==> images/final_congestion.png <==
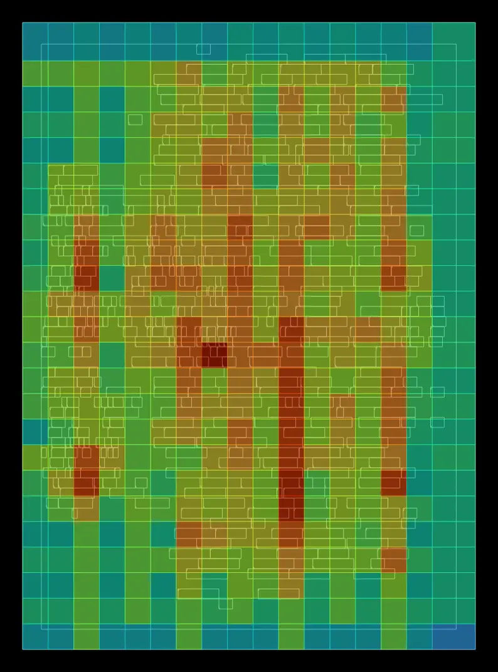
==> images/metal_stack.png <==
(3 px per um) Only two layers are drawn.
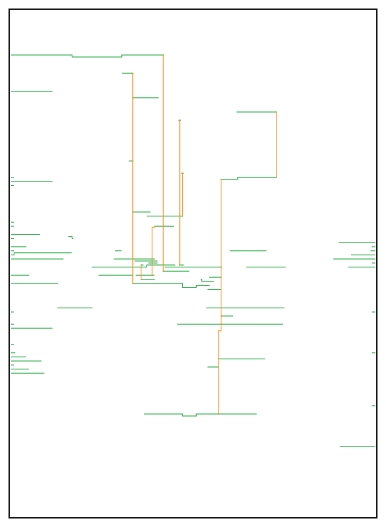
==> images/met4.png <==
(3 px per um) Supply wires on this layer in grey.
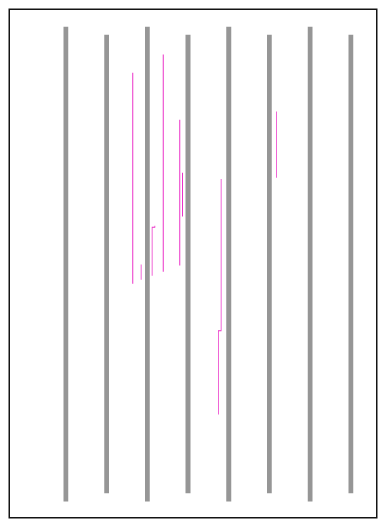
==> images/met1.png <==
(3 px per um) Supply wires on this layer in grey.
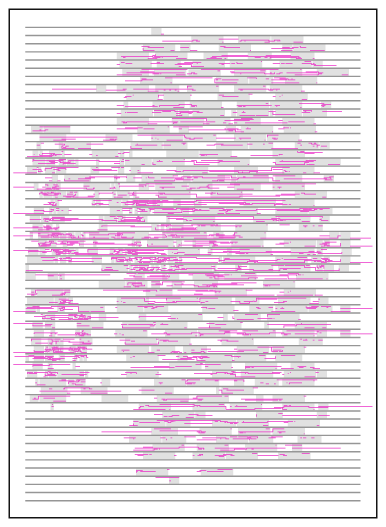
==> images/registers.png <==
(3 px per um)
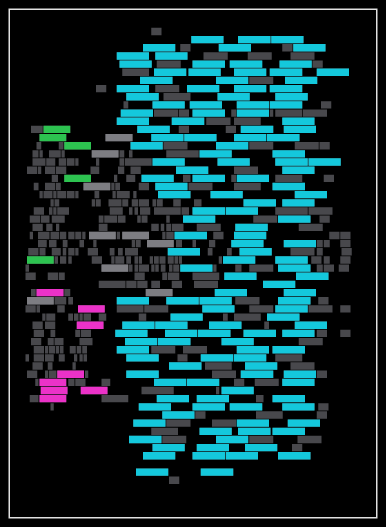
===== src/rtl/uart_rx_fifo.sv =====
// uart_rx_fifo: receive-side buffer placed directly after the UART receiver.
// Captures {rx_error, rx_data} on each rx_strobe into a circular buffer and
// presents the oldest word as a first-word-fall-through valid/ready stream.
// Words arriving while the buffer is full (and nothing is popped) are dropped,
// which sets a sticky overrun flag and bumps a saturating drop counter.
//
// Ports:
//   clk, rst_n              clock, asynchronous active-low reset
//   rx_data/rx_error        received word and its parity-error tag
//   rx_strobe               one-cycle write strobe from the receiver
//   m_data/m_error/m_valid  head-of-buffer word, tag and valid
//   m_ready                 consumer accepts the head word
//   flush                   synchronous clear of all buffered words
//   clear_overrun           clears overrun and drop_count
//   count                   occupancy 0..DEPTH
//   almost_full             count >= ALMOST_FULL_LEVEL
//   overrun, drop_count     sticky drop flag and saturating drop counter
module uart_rx_fifo #(
  parameter int unsigned DATA_WIDTH        = 8,
  parameter int unsigned DEPTH             = 16,
  parameter int unsigned ALMOST_FULL_LEVEL = DEPTH - 2,
  parameter int unsigned DROP_COUNT_WIDTH  = 8
) (
  input  logic                        clk,
  input  logic                        rst_n,
  input  logic [DATA_WIDTH-1:0]       rx_data,
  input  logic                        rx_strobe,
  input  logic                        rx_error,
  output logic [DATA_WIDTH-1:0]       m_data,
  output logic                        m_error,
  output logic                        m_valid,
  input  logic                        m_ready,
  input  logic                        flush,
  input  logic                        clear_overrun,
  output logic [$clog2(DEPTH):0]      count,
  output logic                        almost_full,
  output logic                        overrun,
  output logic [DROP_COUNT_WIDTH-1:0] drop_count
);

  localparam int unsigned PtrW = $clog2(DEPTH);
  localparam int unsigned CntW = PtrW + 1;

  logic [DATA_WIDTH:0]         mem_q [DEPTH];
  logic [PtrW-1:0]             wr_ptr_q, rd_ptr_q;
  logic [CntW-1:0]             count_q, count_d;
  logic                        overrun_q;
  logic [DROP_COUNT_WIDTH-1:0] drop_count_q;

  logic full, push, pop, drop;
  logic [DATA_WIDTH:0] head;

  assign full = (count_q == CntW'(DEPTH));
  assign pop  = (count_q != '0) & m_ready & ~flush;
  // A simultaneous pop frees a slot, so a strobe on a full buffer is still accepted.
  assign push = rx_strobe & ~flush & (~full | pop);
  assign drop = rx_strobe & ~flush & full & ~pop;

  // Storage is deliberately not reset.
  always_ff @(posedge clk) begin
    if (push) begin
      mem_q[wr_ptr_q] <= {rx_error, rx_data};
    end
  end

  always_comb begin
    count_d = count_q;
    unique case ({push, pop})
      2'b10:   count_d = count_q + CntW'(1);
      2'b01:   count_d = count_q - CntW'(1);
      default: count_d = count_q;
    endcase
  end

  always_ff @(posedge clk or negedge rst_n) begin
    if (!rst_n) begin
      wr_ptr_q <= '0;
      rd_ptr_q <= '0;
      count_q  <= '0;
    end else if (flush) begin
      wr_ptr_q <= '0;
      rd_ptr_q <= '0;
      count_q  <= '0;
    end else begin
      if (push) wr_ptr_q <= wr_ptr_q + PtrW'(1);
      if (pop)  rd_ptr_q <= rd_ptr_q + PtrW'(1);
      count_q <= count_d;
    end
  end

  // A drop in the same cycle as clear_overrun wins and restarts the count at 1.
  always_ff @(posedge clk or negedge rst_n) begin
    if (!rst_n) begin
      overrun_q    <= 1'b0;
      drop_count_q <= '0;
    end else if (drop) begin
      overrun_q <= 1'b1;
      if (clear_overrun) begin
        drop_count_q <= DROP_COUNT_WIDTH'(1);
      end else if (!(&drop_count_q)) begin
        drop_count_q <= drop_count_q + DROP_COUNT_WIDTH'(1);
      end
    end else if (clear_overrun) begin
      overrun_q    <= 1'b0;
      drop_count_q <= '0;
    end
  end

  assign head = mem_q[rd_ptr_q];

  // Head word is gated by valid so the outputs read 0 whenever the buffer is empty.
  assign m_valid     = (count_q != '0);
  assign m_data      = m_valid ? head[DATA_WIDTH-1:0] : '0;
  assign m_error     = m_valid & head[DATA_WIDTH];
  assign count       = count_q;
  assign almost_full = (count_q >= CntW'(ALMOST_FULL_LEVEL));
  assign overrun     = overrun_q;
  assign drop_count  = drop_count_q;

endmodule


===== config.mk =====
export PLATFORM = sky130hd
export DESIGN_NAME = uart_rx_fifo
export DESIGN_NICKNAME = d
export VERILOG_FILES = /design/src/rtl/uart_rx_fifo.sv
export SDC_FILE = /design/constraint.sdc
export NUM_CORES = 1
export LEC_CHECK = 0
export ABC_AREA = 0
export CORE_AREA = 5 5 117 164
export DETAILED_ROUTE_END_ITERATION = 10
export DIE_AREA = 0 0 122 169
export GPL_TIMING_DRIVEN = 0
export PLACE_DENSITY = 0.59
export SLEW_MARGIN = 15
export SYNTH_ARGS = -nofsm -noshare
export SYNTH_HDL_FRONTEND = slang
export SYNTH_SLANG_ARGS = --single-unit

===== constraint.sdc =====
create_clock -name clk -period 5.5 [get_ports clk]
set_input_delay 1.1 -clock clk [delete_from_list [all_inputs] [get_ports clk]]
set_output_delay 1.1 -clock clk [all_outputs]
set_load 0.05 [all_outputs]

==> flow_summary.json <==
{
  "comb_power_mw": 1.12,
  "power-top-group": "sequential cells",
  "flop_cell": "edfxtp_1",
  "warnings": 29,
  "edf_count": 144,
  "fp_nets": 418,
  "nets": 481,
  "cts_resized": 0,
  "synthCells": 395,
  "combPwrFrac": 0.301,
  "synthArstFlopShare": 0.133,
  "cp-startpoint": "rd_ptr_q[1]$_DFFE_PN0P_",
  "switching_power_mw": 1.18,
  "synth_warnings": 0,
  "tightest_slew_ns": 1.08,
  "crit_family": "buffers and inverters",
  "vias_per_cell": 5.15,
  "cts_buffers": 17,
  "rsz0062_at_grt": "false",
  "outcome": "completed",
  "crit_chain": "clkbuf_1 -> clkbuf_1 -> mux4_2 -> mux2i_1 -> o22ai_1 -> clkdlybuf4s50_1",
  "clock_path_buffers": 2,
  "yosys-top-cells-count": "edfxtp_1 (144), mux4_2 (36), dfrtp_1 (22), mux2i_1 (22), nand2_1 (20)",
  "power_switching_share": 0.315,
  "cpMostUsedCell": "clkbuf_1",
  "largest_area_cell": "edfxtp_1",
  "row_count": 58,
  "pwr-share-seq": 0.384,
  "die_h_um": 169
}
Notes on final_congestion.png above:
grt peak-use layer: met2
WL/cell: 20.3 um
GRT met3 Usage: 0.0384
met1 usage: 0.176
global-route usage over all layers: 0.151

Notes on metal_stack.png above:
[green] met3 | wire length: 639 um
[orange] met4 | wire length: 328 um

Notes on met4.png above:
longest straight run: 72.1 um
main direction: vertical

Notes on met1.png above:
wire length on this layer: 5680 um
share of all routed wire: 39%
main direction: horizontal
final wirelength: 14400 um
via count: 3659

Notes on registers.png above:
[magenta] drop_count | flops: 8 | where: south-west
[green] count | flops: 5 | where: north-west
[cyan] mem_q | flops: 144
not coloured: 9

[cell families after synthesis]
| group | share of synthesized area |
|---|---|
| adder cells (fa/ha/maj) | 0.0145 |
| AND/OR/NAND/NOR | 0.0650 |
| buffers and inverters | 0.0185 |
| XOR/XNOR | 0.0127 |
| flip-flops | 0.708 |
| AND-OR/OR-AND | 0.0303 |
| multiplexers | 0.151 |
[final timing paths]
| check | end | cells after the start |
|---|---|---|
| min in group asynchronous | wr_ptr_q[1]$_DFFE_PN0P_ | 1 |
| hold / removal | overrun$_DFFE_PN0P_ | 2 |
| max in group asynchronous | drop_count[6]$_DFFE_PN0P_ | 1 |
| hold reg to reg | overrun$_DFFE_PN0P_ | 2 |
| setup / recovery | m_data[6] | 6 |
| setup reg to reg | count[4]$_DFFE_PN0P_ | 10 |
[state kept, by name, indices dropped and copies added, names as in the netlist]
register and flops:
mem_q 144, drop_count 8, count 5, rd_ptr_q 4
wr_ptr_q 4, overrun 1
[metal layers]
layer  part of all wire  track usage
met2               0.54        0.263
met3              0.044       0.0384
met1               0.39        0.176
met4              0.023       0.0639
met5                  0            0
[final cells by class]
cell class                      instances  share of cell area
Multi-Input combinational cell        198               0.234
Sequential cell                       166               0.592
Inverter                               10             0.00456
Clock inverter                         13              0.0188
Tap cell                              240              0.0364
Clock buffer                           19              0.0525
Timing Repair Buffer                   44              0.0513
Buffer                                 21              0.0109
[worst reg2reg max path, delay by kind of cell, from the launching register on]
kind	cells	cell delay (ns)
AND/OR/NAND/NOR	4	1.38
adder cells (fa/ha/maj)	1	0.22
buffers and inverters	1	0.14
multiplexers	1	0.09
flip-flops	1	0.40
XOR/XNOR	1	0.11
AND-OR/OR-AND	2	0.41
[metrics by stage]
| stage | hold slack (ns) | area, um2 | utilization | setup slack (ns) | power (mW) |
|---|---|---|---|---|---|
| 5_1_grt | 0.572 | 8240 | 0.467 | 0.685 | 3.90 |
| 3_3_place_gp | 0.521 | 7550 | 0.428 | 1.28 | 2.58 |
| 6_report | 0.535 | 8240 | 0.467 | 0.922 | 3.74 |
| 4_1_cts | 0.536 | 8250 | 0.468 | 0.786 | 3.78 |
| 2_1_floorplan | 0.504 | 6890 | - | 1.55 | 2.26 |
| 3_5_place_dp | 0.523 | 7660 | 0.434 | 1.24 | 2.60 |
[placed cells by master (no fill, tap or decap), types with 5 or more instances in the layout]
master / netlist / layout
clkbuf_1: 15 / 17
mux2i_1: 22 / 22
clkdlybuf4s50_1: 0 / 35
o22ai_1: 9 / 9
a21oi_1: 8 / 8
nand2_1: 20 / 20
dfrtp_1: 22 / 22
nand3_1: 11 / 11
mux4_2: 36 / 36
nand2b_1: 5 / 5
clkinv_2: 0 / 5
edfxtp_1: 144 / 144
nor3_2: 0 / 8
ha_1: 8 / 8
nor2_1: 17 / 17
clkbuf_16: 0 / 17
buf_4: 0 / 6
inv_1: 10 / 10
or3_1: 5 / 5
xnor2_1: 6 / 6
o21ai_0: 7 / 7
Power figures rest on the tool's default switching activity, not on a simulated workload.
